## src/rtl/cdb_arbiter_pkg.sv

```systemverilog
// Shared common-data-bus definitions used by the ROB, the reservation stations and the CDB arbiter.
package cdb_arbiter_pkg;

    localparam int XLEN          = 32;
    localparam int PKG_WAYS      = 3;
    localparam int ROB_SIZE      = 32;
    localparam int PRF_SIZE      = 64;
    localparam int PKG_ROB_IDX_W = $clog2(ROB_SIZE);
    localparam int PKG_PRN_W     = $clog2(PRF_SIZE);

    typedef struct packed {
        logic [PKG_ROB_IDX_W-1:0] rob_idx;
        logic [PKG_PRN_W-1:0]     dest_PRN;
        logic [XLEN-1:0]          value;
        logic                     direction;
        logic [XLEN-1:0]          target;
    } cdb_pkt_t;

    // Round-robin pointer step; the requester count need not be a power of two.
    function automatic int wrap_inc(input int idx, input int n);
        return (idx + 1 >= n) ? 0 : idx + 1;
    endfunction

endpackage

```

## src/rtl/cdb_rr_picker.sv

```systemverilog
// Finds the first requester at or after a start pointer, scanning with wrap at N.
module cdb_rr_picker #(
    parameter int N     = 6,
    parameter int PTR_W = 3
) (
    input  logic [N-1:0]     i_req,
    input  logic [PTR_W-1:0] i_ptr,
    output logic [N-1:0]     o_pick,
    output logic [PTR_W-1:0] o_idx,
    output logic             o_found
);

    always_comb begin
        o_pick  = '0;
        o_idx   = '0;
        o_found = 1'b0;
        for (int k = 0; k < N; k++) begin
            int               w_idx;
            logic [PTR_W-1:0] w_sel;
            w_idx = int'(i_ptr) + k;
            if (w_idx >= N) w_idx = w_idx - N;
            w_sel = PTR_W'(w_idx);
            if (!o_found && i_req[w_sel]) begin
                o_found       = 1'b1;
                o_pick[w_sel] = 1'b1;
                o_idx         = w_sel;
            end
        end
    end

endmodule

```

## src/rtl/cdb_arbiter.sv

```systemverilog
// Grants up to WAYS functional-unit completions per cycle in round-robin order
// and registers the winners onto the common data bus lanes.
module cdb_arbiter
    import cdb_arbiter_pkg::*;
#(
    parameter int WAYS      = PKG_WAYS,
    parameter int NUM_FU    = 6,
    parameter int ROB_IDX_W = PKG_ROB_IDX_W,
    parameter int PRN_W     = PKG_PRN_W
) (
    input  logic                       clock,
    input  logic                       reset,
    input  logic                       squash,
    input  logic [NUM_FU-1:0]          fu_valid,
    input  logic [ROB_IDX_W-1:0]       fu_rob_idx   [NUM_FU],
    input  logic [PRN_W-1:0]           fu_dest_PRN  [NUM_FU],
    input  logic [XLEN-1:0]            fu_value     [NUM_FU],
    input  logic [NUM_FU-1:0]          fu_direction,
    input  logic [XLEN-1:0]            fu_target    [NUM_FU],
    output logic [NUM_FU-1:0]          fu_grant,
    output logic [WAYS-1:0]            CDB_valid,
    output logic [ROB_IDX_W-1:0]       CDB_ROB_idx   [WAYS],
    output logic [PRN_W-1:0]           CDB_dest_PRN  [WAYS],
    output logic [XLEN-1:0]            CDB_value     [WAYS],
    output logic [WAYS-1:0]            CDB_direction,
    output logic [XLEN-1:0]            CDB_target    [WAYS],
    output logic [$clog2(NUM_FU)-1:0]  dbg_rr_ptr
);

    localparam int PTR_W = $clog2(NUM_FU);

    // Handshake: an FU holds fu_valid with a stable payload; the transfer happens
    // at the rising edge where fu_valid & fu_grant are both high.
    logic [PTR_W-1:0]  r_rr_ptr;
    logic [WAYS-1:0]   r_cdb_valid;
    cdb_pkt_t          r_cdb_pkt  [WAYS];

    logic [NUM_FU-1:0] w_req;
    logic [NUM_FU-1:0] w_pick     [WAYS];
    logic [PTR_W-1:0]  w_pick_idx [WAYS];
    logic [WAYS-1:0]   w_found;
    logic [PTR_W-1:0]  w_last_idx;
    logic [PTR_W-1:0]  w_next_ptr;
    cdb_pkt_t          w_lane_pkt [WAYS];

    assign w_req = (reset || squash) ? '0 : fu_valid;

    // Each lane's picker sees the requests left over after all earlier lanes.
    for (genvar w = 0; w < WAYS; w++) begin : g_lane
        logic [NUM_FU-1:0] w_avail;
        if (w == 0) begin : g_first
            assign w_avail = w_req;
        end else begin : g_next
            assign w_avail = g_lane[w-1].w_avail & ~w_pick[w-1];
        end

        cdb_rr_picker #(
            .N     (NUM_FU),
            .PTR_W (PTR_W)
        ) u_picker (
            .i_req   (w_avail),
            .i_ptr   (r_rr_ptr),
            .o_pick  (w_pick[w]),
            .o_idx   (w_pick_idx[w]),
            .o_found (w_found[w])
        );

        assign CDB_ROB_idx[w]   = r_cdb_pkt[w].rob_idx;
        assign CDB_dest_PRN[w]  = r_cdb_pkt[w].dest_PRN;
        assign CDB_value[w]     = r_cdb_pkt[w].value;
        assign CDB_direction[w] = r_cdb_pkt[w].direction;
        assign CDB_target[w]    = r_cdb_pkt[w].target;
    end

    always_comb begin
        fu_grant = '0;
        for (int w = 0; w < WAYS; w++) begin
            fu_grant = fu_grant | w_pick[w];
        end
    end

    always_comb begin
        w_last_idx = '0;
        for (int w = 0; w < WAYS; w++) begin
            if (w_found[w]) w_last_idx = w_pick_idx[w];
        end
        w_next_ptr = PTR_W'(wrap_inc(int'(w_last_idx), NUM_FU));
    end

    always_comb begin
        for (int w = 0; w < WAYS; w++) begin
            w_lane_pkt[w] = '0;
            for (int i = 0; i < NUM_FU; i++) begin
                if (w_pick[w][i]) begin
                    w_lane_pkt[w].rob_idx   = fu_rob_idx[i];
                    w_lane_pkt[w].dest_PRN  = fu_dest_PRN[i];
                    w_lane_pkt[w].value     = fu_value[i];
                    w_lane_pkt[w].direction = fu_direction[i];
                    w_lane_pkt[w].target    = fu_target[i];
                end
            end
        end
    end

    // Squash needs no branch here: it already suppresses every pick.
    always_ff @(posedge clock) begin
        if (reset) begin
            r_rr_ptr    <= '0;
            r_cdb_valid <= '0;
            for (int w = 0; w < WAYS; w++) r_cdb_pkt[w] <= '0;
        end else begin
            if (|w_found) r_rr_ptr <= w_next_ptr;
            r_cdb_valid <= w_found;
            for (int w = 0; w < WAYS; w++) r_cdb_pkt[w] <= w_lane_pkt[w];
        end
    end

    assign CDB_valid  = r_cdb_valid;
    assign dbg_rr_ptr = r_rr_ptr;

endmodule
```

## config.mk

```make
export PLATFORM = sky130hd
export DESIGN_NAME = cdb_arbiter
export DESIGN_NICKNAME = d
export VERILOG_FILES = /design/src/rtl/cdb_arbiter_pkg.sv /design/src/rtl/cdb_rr_picker.sv /design/src/rtl/cdb_arbiter.sv
export SDC_FILE = /design/constraint.sdc
export NUM_CORES = 1
export LEC_CHECK = 0
export CORE_AREA = 2 2 275 277
export DETAILED_ROUTE_END_ITERATION = 7
export DIE_AREA = 0 0 277 279
export GPL_TIMING_DRIVEN = 0
export SYNTH_ARGS = -nofsm -noshare
export SYNTH_HDL_FRONTEND = slang
export SYNTH_SLANG_ARGS = --single-unit
```

## constraint.sdc

```tcl
create_clock -name clock -period 11.63 [get_ports clock]
set_clock_uncertainty 0.2 [all_clocks]
set_input_delay 2.326 -clock clock [delete_from_list [all_inputs] [get_ports clock]]
set_output_delay 2.326 -clock clock [all_outputs]
set_load 0.02 [all_outputs]
```

==> images/final_placement.png <==
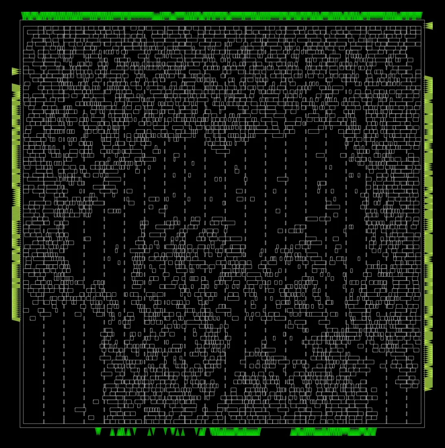
number of fill cells: 7758
site row count: 100
number of flip-flops and latches: 234
area of the core region: 0.0741 sq mm
well-tap cell count: 969

==> images/registers.png <==
Other sequential cells in the stronger grey, the rest of the logic in the fainter grey.
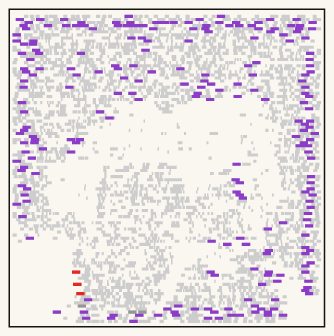
| colour | signal | placed flops |
|---|---|---|
| purple | r_cdb_pkt | 228 |
| red | dbg_rr_ptr | 3 |
not coloured: 3

==> run notes <==
The synthesis and place-and-route flow finished, so here is a summary.

STA classifies the critical path startpoint as a primary input. The most used logic cell in the final layout is clkdlybuf4s50_1. The HPWL after detailed placement came out at 104000 um. The clock network takes up approximately 3.7% of total cell area after layout.

The deepest clock path buffer count is 3. The sequential area share after synthesis came out at roughly a quarter. The number of clock buffer instances in the layout came out at 43. The async set-or-reset flop fraction in the synthesized netlist is 0%. The cell depth of the worst min-delay path came out at 3. The worst hold slack across all endpoints is 0.728 ns.

In this run, synthesis inferred 0 flip-flops with an integrated enable. Routability-driven placement finished with a final weighted congestion of 1.01. The flow ran to the end, and the final reports show no timing, DRC or antenna violations. The number of buffer and inverter stages on the critical path came out at 5.

The clock network power share is around 8.5%. The count of pins on the block boundary came out at just over 700. The share of power burned in combinational logic is roughly 80%. r_cdb_pkt holds more flip-flops than any other register.

The final worst-path setup slack is 0.199 ns. The highest signal layer in the routed design is met5. The critical path data arrival time is a little under 9 ns. TritonCTS built the clock tree. The critical path class is in -> out. From left edge to right edge, the die measures 277 um. The number of warnings reported in the stage logs is 34. Summed over all failing endpoints, the final setup total negative slack is 0 ns. The most used routing layer in global routing is met2.

The clock distribution power is just over 1 mW. For reference, the final report shows the hold violation count at 0. The fraction of power spent switching nets came out at 56.5%. The switching component of the power is 6.87 mW. The port buffer count is slightly above 700. The overall routed net length came out at between 100000 and 150000 um.

The number of multi-input logic gates came out at roughly 2000. The internal portion of the total power is 5.28 mW. The post-route cell area is 0.0285 sq mm. The final global-route overflow total is 0. The total length of routed met2 wires is 59900 um.

The first global-routing pass estimated about 190000 um of wire. CTS built an H-tree with a depth of 1. The final-report max-slew violation count is 0.

For the worst min-delay path, the startpoint reported by OpenROAD is dbg_rr_ptr[1]$_SDFFE_PP0P_. The power consumption came out at about 12 mW. The worst setup path is captured at an output port.

Along the worst path, the maximum fanout reaches 10. The largest net degree at the start of global routing is 17. The final critical path takes up a little over nine tenths of the cycle. The initial cell density of the core is 25.4%. The final net count came out at around 3700. In this run the VDD rail shows a maximum IR drop of 0.171 mV. dfxtp_1 takes more of the synthesized area than any other cell. The length of the first detailed-routing pass in iterations is 7. The height of the die is 279 um. The met3 global-route usage is ~8.1%.

The cell total in the yosys stat output came out at approximately 2500. Ranked by total cell area, the synthesized netlist is headed by dfxtp_1, nand2_1, a211oi_1. Each instance of the synthesized netlist takes up on average between 7 and 8 sq um. The combinational cell area excluding buffers and inverters is approximately 0.013 sq mm.

The combined area of all synthesized cells is 0.0188 sq mm. Synthesis produced a netlist with a net count of 2998. For reference, the top cells by count after synthesis are nand2_1, nor2_1, o21ai_0. The area-dominant cell class after layout is combinational gates. Buffers outside the clock tree occupy ~30% of the routed design's cell area. The capture point of the worst register-to-register path is recorded as r_cdb_pkt[0][165]$_SDFF_PP0_. The cell type group with the largest total delay on the critical path is AND-OR/OR-AND gates. Per the layout area report, the sequential fraction of cell area is between 15 and 20%. The total power divided by cell area is between 400 and 500 mW/mm^2. The data required time reported for the critical path is around 9 ns. The largest individual stage delay along the critical path comes from the cell clkdlybuf4s50_1. The total area of sequential cells came out at approximately 0.0047 sq mm.

The script logs the mean routed wire length per placed instance as roughly 31 um. For this run, the leading register cell type out of synthesis is dfxtp_1. The power of the combinational group came out at roughly 10 mW. The post-synthesis cell count is roughly 2500. The yosys warning tally is 0. The via count of the first global-routing pass was between 20000 and 25000. Before CTS, the worst setup slack after placement is -0.706 ns. The startpoint identified for the worst register-to-register timing path is dbg_rr_ptr[0]$_SDFFE_PP0P_. Setup repair after global routing left no endpoint under its margin.

The number of flip-flops under the largest register name is between 200 and 250. The number of setup violations in the final report came out at 0. The number of CTS-inserted buffers is 31. The share of the synthesized area in the top cell type is about a quarter. The non-clock buffer count in the final layout came out at 969. The number of buffers added for setup after CTS is 3. The initial antenna violation count is between 40 and 50. The met2 track utilization from global routing is about half. The transition time recorded at the tightest slew-check pin is about 1.4 ns. In this run, synthesis produced a sequential element count of ~230. The fraction of final layout cells with drive strength greater than 1 came out at around 11%.

In this run, power in flip-flops and latches comes to ~1.4 mW. The global routing report lists met1 layer usage as between 40% and 50%. In this run, flip-flops and latches consume between 10% and 20% of the power. The number of nets with antenna violations after detailed routing is 0. The type of the tightest min-delay check is reg -> reg. The skew report gives the latency at the later pin of the worst-skew pair as roughly 0.63 ns. The count of cells along the worst register-to-register path is 29. The chip footprint came out at approximately 0.077 sq mm.

The longest individual stage delay on the worst path is roughly 0.60 ns. The number of violations reported at the end of detailed-routing iteration 0 came out at 3728. The worst slew margin relative to its limit is between 3 and 4%. The routed via count divided by cell count came out at about 6. In this run the layout overhead on the synthesized area is reported as 51.5%. The final report lists a non-filler cell total of between 4000 and 5000. The placed cell count came out at between 4000 and 5000.

Synthesis instantiated 105 different standard cells from the library. Across all register-to-register paths, the minimum setup slack is around 2.5 ns. The static leakage came out at 10.1 nW.

The maximum clock rate came out at around 90 MHz. In the detailed route, the total length drawn on met3 is ~14000 um.
==> images/density.png <==
The die is cut into 28 by 28 equal tiles; white is low, dark blue is high, 0 to 100% covered.
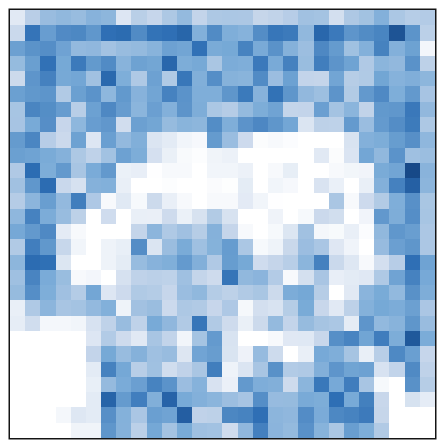
mean over tiles: 35%
tiles over 75% full: 1.9%
fullest tile: 90%

==> images/met1.png <==
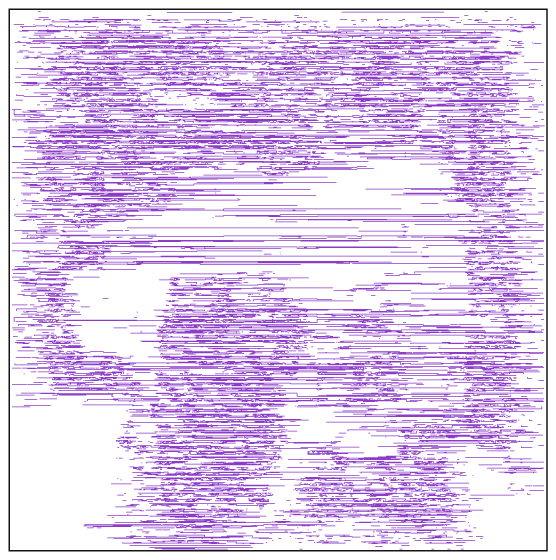
wire length on this layer: 53.8 mm
main direction: horizontal
longest straight run: 199 um

-- cell families (layout without fill, tap and decap cells) --
family / after synthesis / after routing / synth area share, %
compound gates: 1129 / 1129 / 43.8
simple gates: 779 / 779 / 17.4
buf+inv: 267 / 1038 / 7.21
flops: 234 / 234 / 24.9
mux: 91 / 91 / 5.40
fa+ha+maj: 11 / 11 / 0.733
xor+xnor: 11 / 11 / 0.553
other cells: 0 / 32 / 0
-- worst max path at each step --
stage / to / cells past startpoint / from / slack [ns]
after floorplan: fu_grant[0] / 19 / squash / 2.04
after global placement: fu_grant[2] / 18 / reset / -1.41
after detailed placement: fu_grant[5] / 18 / reset / -0.71
after CTS: fu_grant[3] / 20 / reset / 0.002
after global routing: fu_grant[3] / 22 / reset / 0.04
final: fu_grant[3] / 20 / fu_valid[3] / 0.20
Power and IR drop assume default switching activity.
